`src/rtl/sseg_pkg.sv`:
```
// Shared types, segment lookup table and timing helper for the seven-segment
// scan driver.
package sseg_pkg;

  // Segment pattern, bit order {g,f,e,d,c,b,a}, active-high.
  typedef logic [6:0] seg_t;

  localparam seg_t SEG_LUT [16] = '{
    7'h3F, 7'h06, 7'h5B, 7'h4F,  // 0 1 2 3
    7'h66, 7'h6D, 7'h7D, 7'h07,  // 4 5 6 7
    7'h7F, 7'h6F, 7'h77, 7'h7C,  // 8 9 A b
    7'h39, 7'h5E, 7'h79, 7'h71   // C d E F
  };

  // Clock cycles spent on one digit before moving to the next.
  function automatic int dwell_cycles(input int clk_hz, input int scan_hz);
    return clk_hz / scan_hz;
  endfunction

endpackage

```
`src/rtl/sseg_hex_decode.sv`:
```
// Combinational hex nibble to seven-segment decoder (active-high segments).
module sseg_hex_decode
  import sseg_pkg::*;
(
  input  logic [3:0] nibble,
  output seg_t       seg
);

  assign seg = SEG_LUT[nibble];

endmodule

```
`src/rtl/sseg_scan_driver.sv`:
```
// Multiplexed seven-segment scan driver: one digit per bank is driven at a
// time, with a dark guard interval at the start of each dwell, PWM brightness
// and frame-synchronous (tear-free) loading of the displayed values.
// Optional build macro: SSEG_LZ_SUPPRESS_EN blanks leading zeros per bank.
module sseg_scan_driver
  import sseg_pkg::*;
#(
  parameter int NUM_DIGITS      = 8,
  parameter int DIGITS_PER_BANK = 4,
  parameter int CLK_HZ          = 100_000_000,
  parameter int SCAN_HZ         = 1000,
  parameter int GUARD           = 64,
  parameter int PWM_BITS        = 4
) (
  input  logic                                          clk,
  input  logic                                          reset,
  input  logic [4*NUM_DIGITS-1:0]                       digits,
  input  logic [NUM_DIGITS-1:0]                         blank,
  input  logic [NUM_DIGITS-1:0]                         dp,
  input  logic                                          upd,
  input  logic [PWM_BITS-1:0]                           brightness,
  output logic                                          upd_pending,
  output logic                                          frame_start,
  output logic [NUM_DIGITS/DIGITS_PER_BANK*DIGITS_PER_BANK-1:0] an,
  output logic [8*(NUM_DIGITS/DIGITS_PER_BANK)-1:0]     seg
);

  localparam int K     = DIGITS_PER_BANK;
  localparam int NB    = NUM_DIGITS / K;
  localparam int DWELL = dwell_cycles(CLK_HZ, SCAN_HZ);
  localparam int TW    = (DWELL > 1) ? $clog2(DWELL) : 1;
  localparam int IW    = $clog2(K);

  localparam logic [TW-1:0] TICK_LAST = TW'(DWELL - 1);
  localparam logic [TW-1:0] GUARD_T   = TW'(GUARD);
  localparam logic [IW-1:0] IDX_LAST  = IW'(K - 1);

  logic [TW-1:0]       tick;
  logic [IW-1:0]       idx;
  logic [PWM_BITS-1:0] pwm;
  logic                tick_wrap, frame_bnd, lit, guard_done;

  logic [4*NUM_DIGITS-1:0] pend_digits, act_digits;
  logic [NUM_DIGITS-1:0]   pend_blank, pend_dp, act_blank, act_dp, eff_blank;

  logic [NB*K-1:0] an_nxt;
  logic [8*NB-1:0] seg_nxt;

  assign tick_wrap  = (tick == TICK_LAST);
  assign frame_bnd  = tick_wrap && (idx == IDX_LAST);
  assign lit        = (brightness == '1) || (pwm < brightness);
  assign guard_done = (tick >= GUARD_T);

  // Dwell tick, shared digit index, free-running PWM phase, frame pulse.
  always_ff @(posedge clk or posedge reset) begin
    if (reset) begin
      tick        <= '0;
      idx         <= '0;
      pwm         <= '0;
      frame_start <= 1'b0;
    end else begin
      tick        <= tick_wrap ? '0 : tick + 1'b1;
      if (tick_wrap) idx <= idx + 1'b1;
      pwm         <= pwm + 1'b1;
      frame_start <= frame_bnd;
    end
  end

  // Shadow registers: updates are parked in pending and only reach the
  // active set on a frame boundary; an upd on the boundary itself bypasses.
  always_ff @(posedge clk or posedge reset) begin
    if (reset) begin
      pend_digits <= '0;
      pend_blank  <= '0;
      pend_dp     <= '0;
      upd_pending <= 1'b0;
      act_digits  <= '0;
      act_blank   <= '1;
      act_dp      <= '0;
    end else if (frame_bnd) begin
      if (upd) begin
        act_digits <= digits;
        act_blank  <= blank;
        act_dp     <= dp;
      end else if (upd_pending) begin
        act_digits <= pend_digits;
        act_blank  <= pend_blank;
        act_dp     <= pend_dp;
      end
      upd_pending <= 1'b0;
    end else if (upd) begin
      pend_digits <= digits;
      pend_blank  <= blank;
      pend_dp     <= dp;
      upd_pending <= 1'b1;
    end
  end

`ifdef SSEG_LZ_SUPPRESS_EN
  logic zero_run;

  // Blank every digit sitting above the most significant nonzero digit of
  // its bank; the bank's lowest digit is never suppressed.
  always_comb begin
    eff_blank = act_blank;
    zero_run  = 1'b1;
    for (int b = 0; b < NB; b++) begin
      zero_run = 1'b1;
      for (int j = K - 1; j >= 1; j--) begin
        zero_run = zero_run && (act_digits[(b*K+j)*4 +: 4] == 4'h0);
        if (zero_run) eff_blank[b*K+j] = 1'b1;
      end
    end
  end
`else
  assign eff_blank = act_blank;
`endif

  for (genvar b = 0; b < NB; b++) begin : g_bank
    logic [K-1:0][3:0] bank_dig;
    logic [K-1:0]      bank_blank, bank_dp;
    logic [3:0]        cur_nib;
    logic              cur_blank, cur_dp;
    seg_t              dec;

    assign bank_dig   = act_digits[b*K*4 +: K*4];
    assign bank_blank = eff_blank[b*K +: K];
    assign bank_dp    = act_dp[b*K +: K];
    assign cur_nib    = bank_dig[idx];
    assign cur_blank  = bank_blank[idx];
    assign cur_dp     = bank_dp[idx];

    sseg_hex_decode u_dec (.nibble(cur_nib), .seg(dec));

    assign an_nxt[b*K +: K] = (guard_done && lit && !cur_blank) ?
                              ~(K'(1) << idx) : '1;
    assign seg_nxt[b*8 +: 8] = cur_blank ? 8'hFF : {~cur_dp, ~dec};
  end

  // Registered pin drivers; dark while in reset.
  always_ff @(posedge clk or posedge reset) begin
    if (reset) begin
      an  <= '1;
      seg <= '1;
    end else begin
      an  <= an_nxt;
      seg <= seg_nxt;
    end
  end

endmodule
```
`config.mk`:
```
export PLATFORM = sky130hd
export DESIGN_NAME = sseg_scan_driver
export DESIGN_NICKNAME = d
export VERILOG_FILES = /design/src/rtl/sseg_pkg.sv /design/src/rtl/sseg_hex_decode.sv /design/src/rtl/sseg_scan_driver.sv
export SDC_FILE = /design/constraint.sdc
export NUM_CORES = 1
export LEC_CHECK = 0
export CAP_MARGIN = 20
export CORE_ASPECT_RATIO = 0.6
export CORE_UTILIZATION = 60
export CTS_CLUSTER_DIAMETER = 200
export DETAILED_ROUTE_END_ITERATION = 10
export HOLD_SLACK_MARGIN = 0.15
export PLACE_DENSITY = 0.88
export RECOVER_POWER = 25
export SYNTH_ARGS = -nofsm -noshare
export SYNTH_HDL_FRONTEND = slang
export SYNTH_SLANG_ARGS = --single-unit
```
`constraint.sdc`:
```
create_clock -name clk -period 11.76 [get_ports clk]
set_clock_uncertainty 0.15 [all_clocks]
set_input_delay 1.176 -clock clk [delete_from_list [all_inputs] [get_ports clk]]
set_output_delay 1.176 -clock clk [all_outputs]
set_load 0.005 [all_outputs]
```
==> flow_summary.rst, run 1 <==
Metrics
=======

.. list-table::
   :header-rows: 1

   * - Metric
     - Value
   * - Outcome
     - finished with violations
   * - Failing checks
     - capacitance limit, slew limit
   * - Hold endpoint
     - pwm[3]
   * - Peak per-stage delay on the critical path
     - approximately 1.8 ns
   * - Count of antenna diodes in the layout
     - 0
   * - TritonCTS sink count
     - approximately 150
   * - Largest net degree at the start of global routing
     - between 70 and 80
   * - Simple-gate portion of the synthesized area
     - 5.880%
   * - Routing usage on met2
     - 42.84%
   * - Comb power frac
     - under 10%
   * - Kind of start point of the critical path
     - input pin
   * - Number of hold-repair buffers added at the cts stage
     - 0
   * - Net total in the final layout
     - approximately 660
   * - Area of the chip
     - 12080 sq um
   * - Final weighted congestion in routability-driven placement
     - roughly 0.84
   * - Length of the first detailed-routing pass in iterations
     - 4
   * - Multiplexer area fraction after synthesis
     - roughly 28%
   * - Most frequently used flop master after synthesis
     - sky130_fd_sc_hd__dfrtp_1
   * - Worst setup slack after placement
     - about 8.2 ns
   * - Largest registers ranked by flip-flop count
     - act_digits x32, pend_digits x32, tick x17
   * - Total design power
     - about 1.2 mW
   * - Setup repair after global routing missed its margin
     - no
   * - Height of the die
     - 85.54 microns
   * - # fillers
     - 626
   * - Sw power
     - between 0.2 and 0.25 mW
   * - Share of synthesized cell area in full adder, half adder and majority cells
     - under 10%
   * - Clock network fraction of design power
     - between 50% and 60%
   * - Violation tally from detailed-route iteration zero
     - around 240
   * - Total negative setup slack
     - 0 ns
   * - Count of inverters other than clock inverters in the layout
     - 18
   * - Most common library cell in the layout ignoring fill and taps
     - sky130_fd_sc_hd__mux2_2
   * - Worst hold path depth
     - 1
   * - Ys Warns
     - 0
   * - Synth-to-layout area growth
     - 22.98%
   * - Max Slew Vio Count
     - between 70 and 80
   * - Beginning of the critical path
     - reset
   * - Sequential Power Share
     - between 40% and 50%
   * - Max Fanout on Critical Path
     - between 70 and 80
   * - Clock buffers created by TritonCTS
     - 17
   * - Total routing resource utilization after global routing
     - between 20% and 30%
   * - Relative area of non-clock buffer cells in the final design
     - 9.621%
   * - CTS tree
     - done
   * - Starting Density
     - 61.77%
   * - Routed wire length on met3
     - roughly 710 microns
   * - Clock tree buffer count of the final layout
     - 22
   * - Max IR drop VDD
     - 125.8 uV
   * - Cells taking the most area after synthesis
     - sky130_fd_sc_hd__dfrtp_1 41%, sky130_fd_sc_hd__mux2_2 20%, sky130_fd_sc_hd__dfstp_2 12%, sky130_fd_sc_hd__ha_1 3.9%, sky130_fd_sc_hd__mux4_1 3.0%
   * - CP delay by family, top
     - buffers and inverters
   * - Top cells by count, synth
     - 127 x sky130_fd_sc_hd__mux2_2, 113 x sky130_fd_sc_hd__dfrtp_1, 32 x sky130_fd_sc_hd__dfstp_2, 22 x sky130_fd_sc_hd__ha_1, 20 x sky130_fd_sc_hd__nor2_1
   * - Number of nets at floorplan
     - ~580
   * - Largest combinational cell category by area
     - multiplexers
   * - Clock network share of area
     - between 8 and 9%
   * - Power attributed to sequential cells
     - 0.525 mW
   * - Number of enable-type register cells in the synthesized netlist
     - 0
   * - Post-DR vias/cell
     - 5.817
   * - Reg-to-reg setup timing slack
     - 8.92 ns
   * - Die Width
     - between 100 and 150 microns
   * - Total core area
     - 11300 sq um
   * - Highest routed layer
     - met4
   * - Insertion delay of the later-clocked pin in the worst-skew pair
     - approximately 0.42 ns
   * - Ratio of cells with drive above 1 in the final layout
     - between 30% and 40%
   * - Sequential standard cell area
     - 3669 sq um
   * - IO Port Bufs
     - 80
   * - Number of cells in the finished layout apart from fillers
     - 759
   * - Period minus WS final
     - 4.232 ns
   * - Placed insts
     - 727
   * - CP arrival
     - 4.51 ns
   * - Standard-cell rows
     - 30
   * - Max Cap Viol
     - 1
   * - Static power due to leakage
     - 3.783 nW
   * - Routed wire per std cell
     - 18.95 microns
   * - Type of the worst setup path
     - in2async
   * - Tap cell count
     - approximately 160
   * - Initial antenna violation count
     - 0
   * - Slew HR
     - -110.3%
   * - Boundary Pins
     - 81
   * - Transition time at the pin with the least slew margin
     - 3.137 ns
   * - Chip area line of the yosys report
     - between 6000 and 7000 sq um
   * - Cell class ranked first by area
     - registers
   * - Wire length of the first global-routing pass
     - ~24 mm
   * - Count of tool warnings
     - 41
   * - Antenna viol nets, final
     - 0
   * - Fraction of the core area covered by cells at the end of the flow
     - between 70% and 80%
   * - Combinational group power
     - 0.0793 mW
   * - Hold path startpoint
     - pwm[3]
   * - Buf/Inv on CP
     - 3
   * - Detailed placer's ending HPWL
     - 8.939 mm
   * - Internal power
     - about 1.0 mW
   * - Post-layout period usage
     - 35.99%
   * - Post-synth top area share
     - 40.52%
   * - Power density cells
     - 144.7 nW/um^2
   * - Sequential share of the synthesized area
     - a little over half
   * - Layout sequential cell count
     - 145
   * - Worst-case hold slack
     - 0.3375 ns
   * - Leading area contributor after synthesis
     - sky130_fd_sc_hd__dfrtp_1
   * - Cell area reported after detailed placement
     - a little under 8000 sq um
   * - GRT overflow
     - 0
   * - Count of endpoints failing setup in the final report
     - 0
   * - Beginning of the worst register-to-register path
     - idx[0]
   * - Clk power
     - roughly 0.64 mW
   * - Maximum buffer depth of the clock tree
     - 2
   * - Biggest power consumer among the groups
     - the clock network
   * - Quantity of gates resized following cts
     - 0
   * - Total number of cells along the worst setup path
     - 3
   * - DR WL met2
     - a little under 7 mm
   * - Critical-path cell with the highest stage delay
     - sky130_fd_sc_hd__clkinvlp_2
   * - Post-Synth XOR/XNOR Area
     - 2.008%
   * - Comb_multi_in
     - roughly 320
   * - Depth of the worst register-to-register path
     - 4
   * - Root Buffer
     - sky130_fd_sc_hd__clkbuf_16
   * - Most heavily used metal layer in global routing
     - met2
   * - Comb/total area
     - 36.33%
   * - Post-route design area
     - between 8000 and 9000 sq um
   * - Distinct lib cells
     - between 40 and 50
   * - Number of remaining DRC errors
     - 0
   * - Area fraction in compound gates after synthesis
     - 4.572%
run_1/met1.png
Bar = 50 microns.
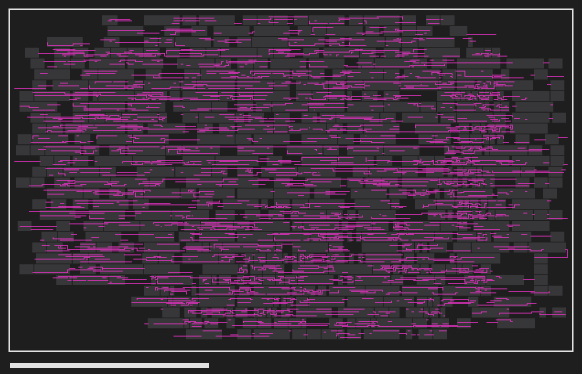
share of all routed wire: 44%
longest straight run: 71.8 microns
main direction: horizontal
nets with wire on the layer: 593
wire length on this layer: 6360 microns
GRT met1 Usage: 35.33%
total length of routed wires: 14.39 mm
routed vias: 4415

run_1/zoom.png
Bar = 5 microns. Window x 96 to 116, y 54 to 74 microns. Cells in gray, sequential cells in the stronger gray; small squares are vias.
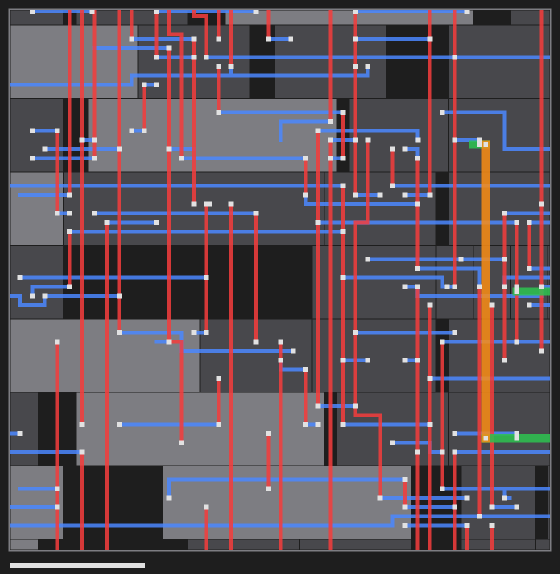
legend:
  met2:
    color: red
  met1:
    color: blue
  met3:
    color: green
  met4:
    color: orange
netlist names of flops here include: act_digits (3), pend_digits (2)
most frequent: mux2_2 (5), dfrtp_1 (5), ha_1 (4)
cells with their middle in the window: 20
sequential cells in the window: 5

run_1/wire_density.png
The die is cut into 28 by 17 equal tiles; white is low, dark blue is high, scaled to the fullest tile. Values are wire area over tile area, all layers added.
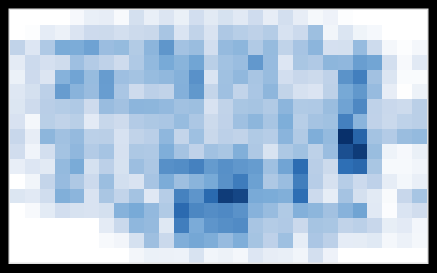
fullest tile: 0.65
tiles over half the peak: 12%
nearly empty tiles: 9.7%

==> run 1 -> run 2 <==
--- a/config.mk
+++ b/config.mk
@@ -7,11 +7,11 @@
 export LEC_CHECK = 0
 export CAP_MARGIN = 20
 export CORE_ASPECT_RATIO = 0.6
-export CORE_UTILIZATION = 60
+export CORE_UTILIZATION = 56
 export CTS_CLUSTER_DIAMETER = 200
 export DETAILED_ROUTE_END_ITERATION = 10
 export HOLD_SLACK_MARGIN = 0.15
-export PLACE_DENSITY = 0.88
+export PLACE_DENSITY = 0.83
 export RECOVER_POWER = 25
 export SYNTH_ARGS = -nofsm -noshare
 export SYNTH_HDL_FRONTEND = slang
==> constraint.sdc (replaced) <==
create_clock -name clk -period 4.21 [get_ports clk]
set_clock_uncertainty 0.15 [all_clocks]
set_input_delay 0.421 -clock clk [delete_from_list [all_inputs] [get_ports clk]]
set_output_delay 0.421 -clock clk [all_outputs]
set_load 0.005 [all_outputs]
==> flow_summary.rst, run 2 <==
Metrics
=======

.. list-table::
   :header-rows: 1

   * - Metric
     - Value
   * - Post-layout period usage
     - around two thirds
   * - Largest registers ranked by flip-flop count
     - act_digits x32, pend_digits x32, tick x17
   * - Ys cells
     - approximately 500
   * - Most frequently used cell type in the post-synthesis netlist
     - sky130_fd_sc_hd__mux2_2
   * - Antenna viol nets, final
     - 0
   * - Root Buffer
     - sky130_fd_sc_hd__clkbuf_16
   * - Boundary Pins
     - about 80
   * - Worst min path class
     - reg2reg
   * - Most heavily used metal layer in global routing
     - met2
   * - Sequential Power Share
     - a little under half
   * - Outcome
     - finished with violations
   * - Highest routed layer
     - met4
   * - Post-synth top area share
     - 40.52%
   * - Detailed placer's ending HPWL
     - 9.135 mm
   * - Hold path startpoint
     - pwm[0]
   * - Height of the die
     - between 80 and 90 microns
   * - Clock buffers created by TritonCTS
     - 17
   * - Total negative setup slack
     - 0 ns
   * - Buf/Inv on CP
     - 1
   * - TritonCTS sink count
     - about 150
   * - Clock tree buffer count of the final layout
     - 22
   * - Most frequently used flop master after synthesis
     - sky130_fd_sc_hd__dfrtp_1
   * - Net total in the final layout
     - between 600 and 700
   * - Comb power frac
     - under 10%
   * - Power density cells
     - 375.2 nW/um^2
   * - Peak per-stage delay on the critical path
     - between 0.5 and 0.6 ns
   * - Setup repair after global routing missed its margin
     - no
   * - Number of enable-type register cells in the synthesized netlist
     - 0
   * - Reg-to-reg setup timing slack
     - about 1.4 ns
   * - Worst setup slack after placement
     - about 1.4 ns
   * - Critical-path cell list
     - ha_1 -> nand4_1 -> or3_4 -> nor4b_4 -> buf_4 -> mux2_2
   * - Standard-cell rows
     - 31
   * - Comb/total area
     - a little under two fifths
   * - Ys Warns
     - 0
   * - Number of remaining DRC errors
     - 0
   * - Chip area line of the yosys report
     - around 7000 sq um
   * - Kind of end point of the critical path
     - flip-flop
   * - Period minus WS final
     - about 2.8 ns
   * - Ratio of cells with drive above 1 in the final layout
     - 34.06%
   * - Relative area of non-clock buffer cells in the final design
     - 9.736%
   * - Layout sequential cell count
     - between 100 and 150
   * - Multiplexer area fraction after synthesis
     - about 28%
   * - Synth-to-layout area growth
     - 21.53%
   * - Number of cells in the finished layout apart from fillers
     - between 700 and 800
   * - Comb_multi_in
     - ~320
   * - Largest net degree at the start of global routing
     - between 100 and 150
   * - Worst setup path endpoint
     - act_digits[5]
   * - Count of tool warnings
     - roughly 43
   * - Insertion delay of the later-clocked pin in the worst-skew pair
     - approximately 0.42 ns
   * - Clock network share of area
     - between 6 and 7%
   * - Clock network fraction of design power
     - 46.9%
   * - Sw power
     - 0.6804 mW
   * - Depth of the worst register-to-register path
     - 6
   * - Worst-case hold slack
     - about 0.32 ns
   * - Placed insts
     - ~730
   * - Final weighted congestion in routability-driven placement
     - ~0.85
   * - Internal power
     - 2.502 mW
   * - Post-route design area
     - ~8500 sq um
   * - Sequential cell area share
     - around 43%
   * - GRT overflow
     - 0
   * - CP arrival
     - roughly 3 ns
   * - IO Port Bufs
     - roughly 80
   * - Transition time at the pin with the least slew margin
     - around 1.9 ns
   * - Count of endpoints failing setup in the final report
     - 0
   * - Net Sw Frac
     - 21.38%
   * - Sequential standard cell area
     - ~3700 sq um
   * - Beginning of the critical path
     - tick[0]
   * - Largest combinational cell category by area
     - multiplexers
   * - Area fraction in compound gates after synthesis
     - roughly 4.6%
   * - Biggest power consumer among the groups
     - the clock network
   * - Length of the first detailed-routing pass in iterations
     - 6
   * - Distinct lib cells
     - 46
   * - Hold endpoint
     - pwm[0]
   * - Area occupied by multi-input gates
     - 3118 sq um
   * - Max IR drop VDD
     - around 290 uV
   * - Clk power
     - 1.49 mW
   * - Synth flops
     - approximately 150
   * - Share of synthesized cell area in full adder, half adder and majority cells
     - ~3.9%
   * - Reg-to-reg critical path endpoint
     - act_digits[5]
   * - Total number of cells along the worst setup path
     - 6
   * - Number of ordinary and repair buffers in the finished layout
     - between 80 and 90
   * - Initial antenna violation count
     - 0
   * - Critical-path cell with the highest stage delay
     - sky130_fd_sc_hd__buf_4
   * - Cell area reported after detailed placement
     - roughly 7900 sq um
   * - Cells taking the most area after synthesis
     - sky130_fd_sc_hd__dfrtp_1 41%, sky130_fd_sc_hd__mux2_2 20%, sky130_fd_sc_hd__dfstp_2 12%, sky130_fd_sc_hd__ha_1 3.9%, sky130_fd_sc_hd__mux4_1 3.0%
   * - Beginning of the worst register-to-register path
     - tick[0]
   * - Type of the worst setup path
     - reg2reg
   * - Total design power
     - between 3 and 4 mW
   * - Count of inverters other than clock inverters in the layout
     - 18
   * - Slew HR
     - -27.83%
   * - Routed wire length on met3
     - roughly 710 microns
   * - CP delay by family, top
     - simple AND/OR/NAND/NOR gates
   * - Number of nets at floorplan
     - slightly below 600
   * - Cell class ranked first by area
     - registers
   * - Starting Density
     - between 50% and 60%
   * - Required time worst endpoint
     - about 4.4 ns
   * - Die Width
     - ~150 microns
   * - Worst hold path depth
     - 1
   * - GRT met1 Usage
     - about a third
   * - Fraction of the core area covered by cells at the end of the flow
     - a little over two thirds
   * - Achievable frequency
     - between 300 and 400 MHz
   * - Combinational group power
     - about 0.22 mW
   * - Wire length of the first global-routing pass
     - approximately 23 mm
   * - Simple-gate portion of the synthesized area
     - a little under 6%
   * - Static power due to leakage
     - 3.742 nW
   * - Maximum buffer depth of the clock tree
     - 2
   * - Routing usage on met2
     - between 30% and 40%
   * - Violation tally from detailed-route iteration zero
     - 245
   * - Kind of start point of the critical path
     - flip-flop
   * - Instance tally after logic synthesis
     - between 500 and 600
   * - Leading area contributor after synthesis
     - sky130_fd_sc_hd__dfrtp_1
   * - Post-DR vias/cell
     - ~5.7
   * - CTS tree
     - done
   * - # fillers
     - 794
   * - Setup WS post-layout
     - between 1 and 1.5 ns
   * - Post-synthesis area per instance
     - roughly 14 sq um
   * - Tap cell count
     - around 170
   * - Count of antenna diodes in the layout
     - 0
   * - Number of global-route vias before repair
     - about 4400
   * - Area of the chip
     - ~13000 sq um
   * - Max Fanout on Critical Path
     - 48
   * - Max Cap Viol
     - 1
   * - Sequential share of the synthesized area
     - 52.56%
   * - Total standard cell area after synthesis
     - 6979 sq um
   * - Post-Synth XOR/XNOR Area
     - 2.008%
   * - Final hold violation count
     - 0
   * - Failing checks
     - capacitance limit, slew limit
   * - Power attributed to sequential cells
     - roughly 1.5 mW
   * - Top cells by count, synth
     - 127 x sky130_fd_sc_hd__mux2_2, 113 x sky130_fd_sc_hd__dfrtp_1, 32 x sky130_fd_sc_hd__dfstp_2, 22 x sky130_fd_sc_hd__ha_1, 20 x sky130_fd_sc_hd__nor2_1
   * - Quantity of gates resized following cts
     - 0
   * - DR WL met2
     - between 6 and 7 mm
   * - Routed length on met1
     - about 6.6 mm
   * - CTS clk-pin slew, worst paths
     - 0.06 ns
   * - Max Slew Vio Count
     - approximately 150
   * - Number of hold-repair buffers added at the cts stage
     - 0
   * - Most common library cell in the layout ignoring fill and taps
     - sky130_fd_sc_hd__mux2_2
   * - Buffers inserted during post-CTS setup optimization
     - 0
   * - Total core area
     - approximately 12000 sq um
run_2/wire_density.png
The die is cut into 29 by 18 equal tiles; white is low, dark blue is high, scaled to the fullest tile. Values are wire area over tile area, all layers added.
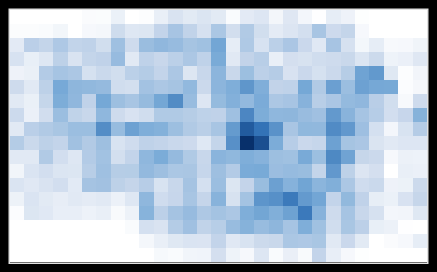
mean over tiles: 0.17
tiles over half the peak: 7.7%
fullest tile: 0.67
total length of routed wires: 13.87 mm
total routing resource utilization after global routing: 23.40%
routed vias: 4318

run_2/metal_stack.png
Bar = 50 microns. Only two layers are drawn.
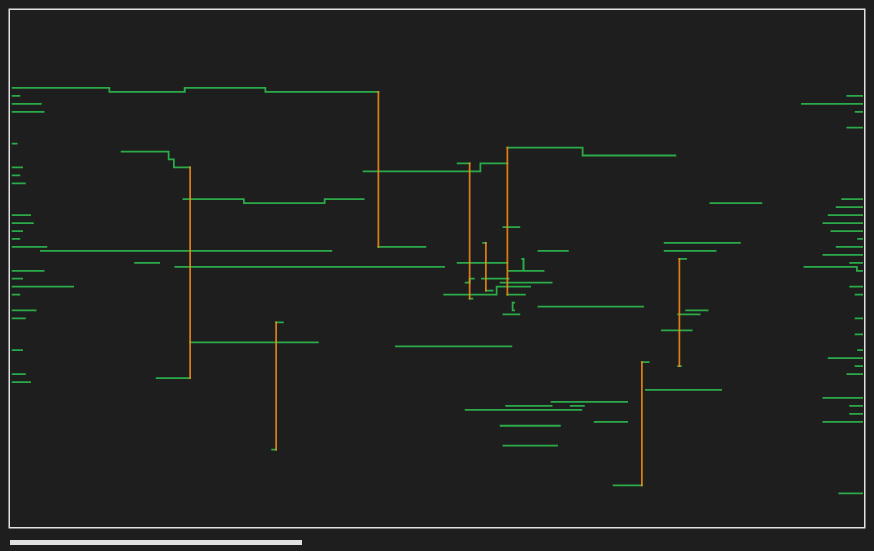
legend:
  met3:
    color: green
    wire_length: 707 microns
  met4:
    color: orange
    wire_length: 180 microns
Routed wire per std cell: 18.16 microns

==> run 2 -> run 3 <==
==> constraint.sdc (replaced) <==
create_clock -name clk -period 2.85 [get_ports clk]
set_clock_uncertainty 0.15 [all_clocks]
set_input_delay 0.285 -clock clk [delete_from_list [all_inputs] [get_ports clk]]
set_output_delay 0.285 -clock clk [all_outputs]
set_load 0.005 [all_outputs]
==> flow_summary.rst, run 3 <==
Metrics
=======

.. list-table::
   :header-rows: 1

   * - Metric
     - Value
   * - Outcome
     - finished, final reports clean
   * - Number of cells in the finished layout apart from fillers
     - between 700 and 800
   * - Depth of the worst register-to-register path
     - 6
   * - TritonCTS sink count
     - 145
   * - Clock network fraction of design power
     - approximately half
   * - Number of global-route vias before repair
     - 4448
   * - Total negative setup slack
     - 0 ns
   * - Leading area contributor after synthesis
     - sky130_fd_sc_hd__dfrtp_1
   * - Number of remaining DRC errors
     - 0
   * - Net Sw Frac
     - roughly a fifth
   * - Length of the first detailed-routing pass in iterations
     - 4
   * - Routed wire length on met3
     - ~650 microns
   * - Highest routed layer
     - met4
   * - Biggest power consumer among the groups
     - the clock network
   * - Comb_multi_in
     - ~320
   * - Simple-gate portion of the synthesized area
     - under 10%
   * - Number of nets at floorplan
     - about 580
   * - CTS tree
     - done
   * - Most frequently used cell type in the post-synthesis netlist
     - sky130_fd_sc_hd__mux2_2
   * - Multiplexer area fraction after synthesis
     - approximately 28%
   * - Synth-to-layout area growth
     - 23.52%
   * - CP delay by family, top
     - simple AND/OR/NAND/NOR gates
   * - Most heavily used metal layer in global routing
     - met2
   * - Ys cells
     - around 510
   * - Initial antenna violation count
     - 0
   * - Ys Warns
     - 0
   * - Routed wire per std cell
     - roughly 18 microns
   * - Post-layout period usage
     - 90.60%
   * - Internal power
     - ~3.9 mW
   * - Total design power
     - about 4.9 mW
   * - Number of hold-repair buffers added at the cts stage
     - 1
   * - Clk power
     - 2.40 mW
   * - Comb power frac
     - between 6 and 7%
   * - Net total in the final layout
     - ~670
   * - Total number of cells along the worst setup path
     - 6
   * - Combinational group power
     - ~0.33 mW
   * - GRT met1 Usage
     - 31.47%
   * - Die Width
     - 146.1 microns
   * - Sequential standard cell area
     - between 3000 and 4000 sq um
   * - Kind of end point of the critical path
     - flip-flop
   * - Static power due to leakage
     - 3.795 nW
   * - GRT overflow
     - 0
   * - Achievable frequency
     - 387.3 MHz
   * - Worst setup slack after placement
     - about 0.3 ns
   * - Maximum buffer depth of the clock tree
     - 2
   * - Largest combinational cell category by area
     - multiplexers
   * - Chip area line of the yosys report
     - ~7000 sq um
   * - Max Slew Vio Count
     - 0
   * - Routed length on met1
     - 6.597 mm
   * - Boundary Pins
     - just over 80
   * - Critical-path cell list
     - ha_1 -> nand4_1 -> or3_4 -> nor4b_4 -> buf_12 -> mux2_2
   * - Post-Synth XOR/XNOR Area
     - 2.008%
   * - Cells taking the most area after synthesis
     - sky130_fd_sc_hd__dfrtp_1 41%, sky130_fd_sc_hd__mux2_2 20%, sky130_fd_sc_hd__dfstp_2 12%, sky130_fd_sc_hd__ha_1 3.9%, sky130_fd_sc_hd__mux4_1 3.0%
   * - Count of inverters other than clock inverters in the layout
     - 18
   * - Final hold violation count
     - 0
   * - Clock buffers created by TritonCTS
     - 17
   * - Post-DR vias/cell
     - roughly 5.6
   * - Synth flops
     - 145
   * - Max Fanout on Critical Path
     - ~48
   * - Detailed placer's ending HPWL
     - 9.221 mm
   * - Area of the chip
     - roughly 13000 sq um
   * - Count of tool warnings
     - 41
   * - Sequential Power Share
     - 44.2%
   * - Worst-case hold slack
     - 0.3299 ns
   * - Share of synthesized cell area in full adder, half adder and majority cells
     - under 10%
   * - Worst min path class
     - reg2reg
   * - Post-route design area
     - 8621 sq um
   * - Reg-to-reg critical path endpoint
     - act_digits[6]
   * - Reg-to-reg setup timing slack
     - between 0.2 and 0.3 ns
   * - Fraction of the core area covered by cells at the end of the flow
     - 71.24%
   * - Beginning of the worst register-to-register path
     - tick[0]
   * - Post-synthesis area per instance
     - 13.82 sq um
   * - # fillers
     - slightly below 800
   * - Relative area of non-clock buffer cells in the final design
     - 10.65%
   * - Distinct lib cells
     - 46
   * - Most frequently used flop master after synthesis
     - sky130_fd_sc_hd__dfrtp_1
   * - Worst hold path depth
     - 1
   * - Final weighted congestion in routability-driven placement
     - ~0.9
   * - Period minus WS final
     - about 2.6 ns
   * - Hold endpoint
     - act_dp[5]
   * - Setup repair after global routing missed its margin
     - no
   * - Placed insts
     - ~740
   * - Number of ordinary and repair buffers in the finished layout
     - between 90 and 100
   * - Sequential cell area share
     - between 40% and 50%
   * - Largest net degree at the start of global routing
     - between 70 and 80
   * - Wire length of the first global-routing pass
     - 22.52 mm
   * - Area occupied by multi-input gates
     - about 3100 sq um
   * - Area fraction in compound gates after synthesis
     - under 10%
   * - Power attributed to sequential cells
     - approximately 2.2 mW
   * - Buffers inserted during post-CTS setup optimization
     - 0
   * - Clock tree buffer count of the final layout
     - 23
   * - Sequential share of the synthesized area
     - 52.56%
   * - Critical-path cell with the highest stage delay
     - sky130_fd_sc_hd__or3_4
   * - Count of endpoints failing setup in the final report
     - 0
   * - Slew HR
     - between 30% and 40%
   * - Max Cap Viol
     - 0
   * - Root Buffer
     - sky130_fd_sc_hd__clkbuf_16
   * - Tap cell count
     - ~170
   * - CTS clk-pin slew, worst paths
     - about 0.06 ns
   * - Peak per-stage delay on the critical path
     - roughly 0.46 ns
   * - Power density cells
     - about 570 nW/um^2
   * - Hold path startpoint
     - act_dp[5]
   * - Violation tally from detailed-route iteration zero
     - between 150 and 200
   * - Transition time at the pin with the least slew margin
     - around 1 ns
   * - Count of antenna diodes in the layout
     - 0
   * - Quantity of gates resized following cts
     - 0
   * - Height of the die
     - roughly 90 microns
   * - Max IR drop VDD
     - approximately 470 uV
   * - Sw power
     - around 1 mW
   * - Starting Density
     - a little under 60%
   * - DR WL met2
     - ~6.4 mm
   * - Insertion delay of the later-clocked pin in the worst-skew pair
     - around 0.4 ns
   * - Ratio of cells with drive above 1 in the final layout
     - about a third
   * - Antenna viol nets, final
     - 0
   * - Standard-cell rows
     - 31
   * - Buf/Inv on CP
     - 1
   * - Top cells by count, synth
     - 127 x sky130_fd_sc_hd__mux2_2, 113 x sky130_fd_sc_hd__dfrtp_1, 32 x sky130_fd_sc_hd__dfstp_2, 22 x sky130_fd_sc_hd__ha_1, 20 x sky130_fd_sc_hd__nor2_1
   * - Beginning of the critical path
     - tick[0]
   * - Comb/total area
     - a little over a third
   * - CP arrival
     - approximately 2.7 ns
   * - Instance tally after logic synthesis
     - around 510
   * - Setup WS post-layout
     - about 0.27 ns
   * - Number of enable-type register cells in the synthesized netlist
     - 0
   * - Cell class ranked first by area
     - registers
run_3/metal_stack.png
Bar = 50 microns. Only two layers are drawn.
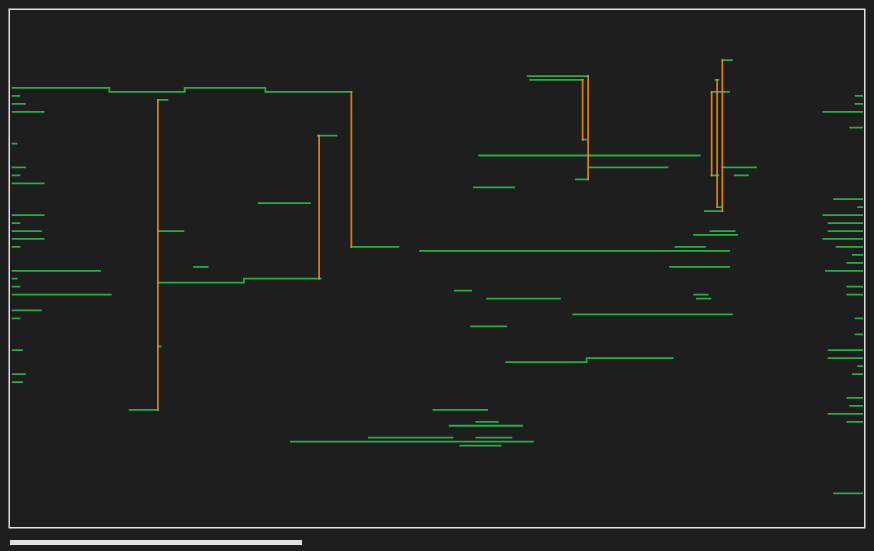
legend:
  met3:
    color: green
    wire_length: 650 microns
  met4:
    color: orange
    wire_length: 194 microns

run_3/met1.png
Bar = 50 microns.
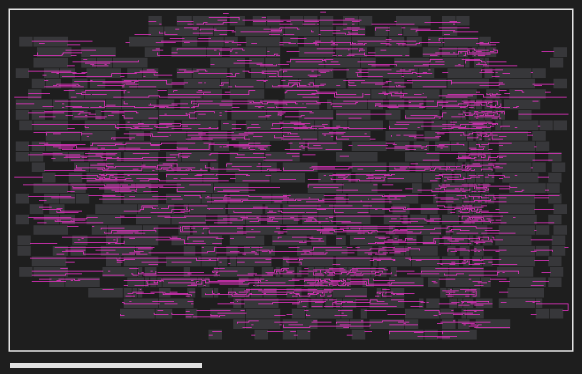
total length of routed wires: 13.84 mm
routed vias: 4289

No activity file was given, so power comes from the tool's default toggle rates.
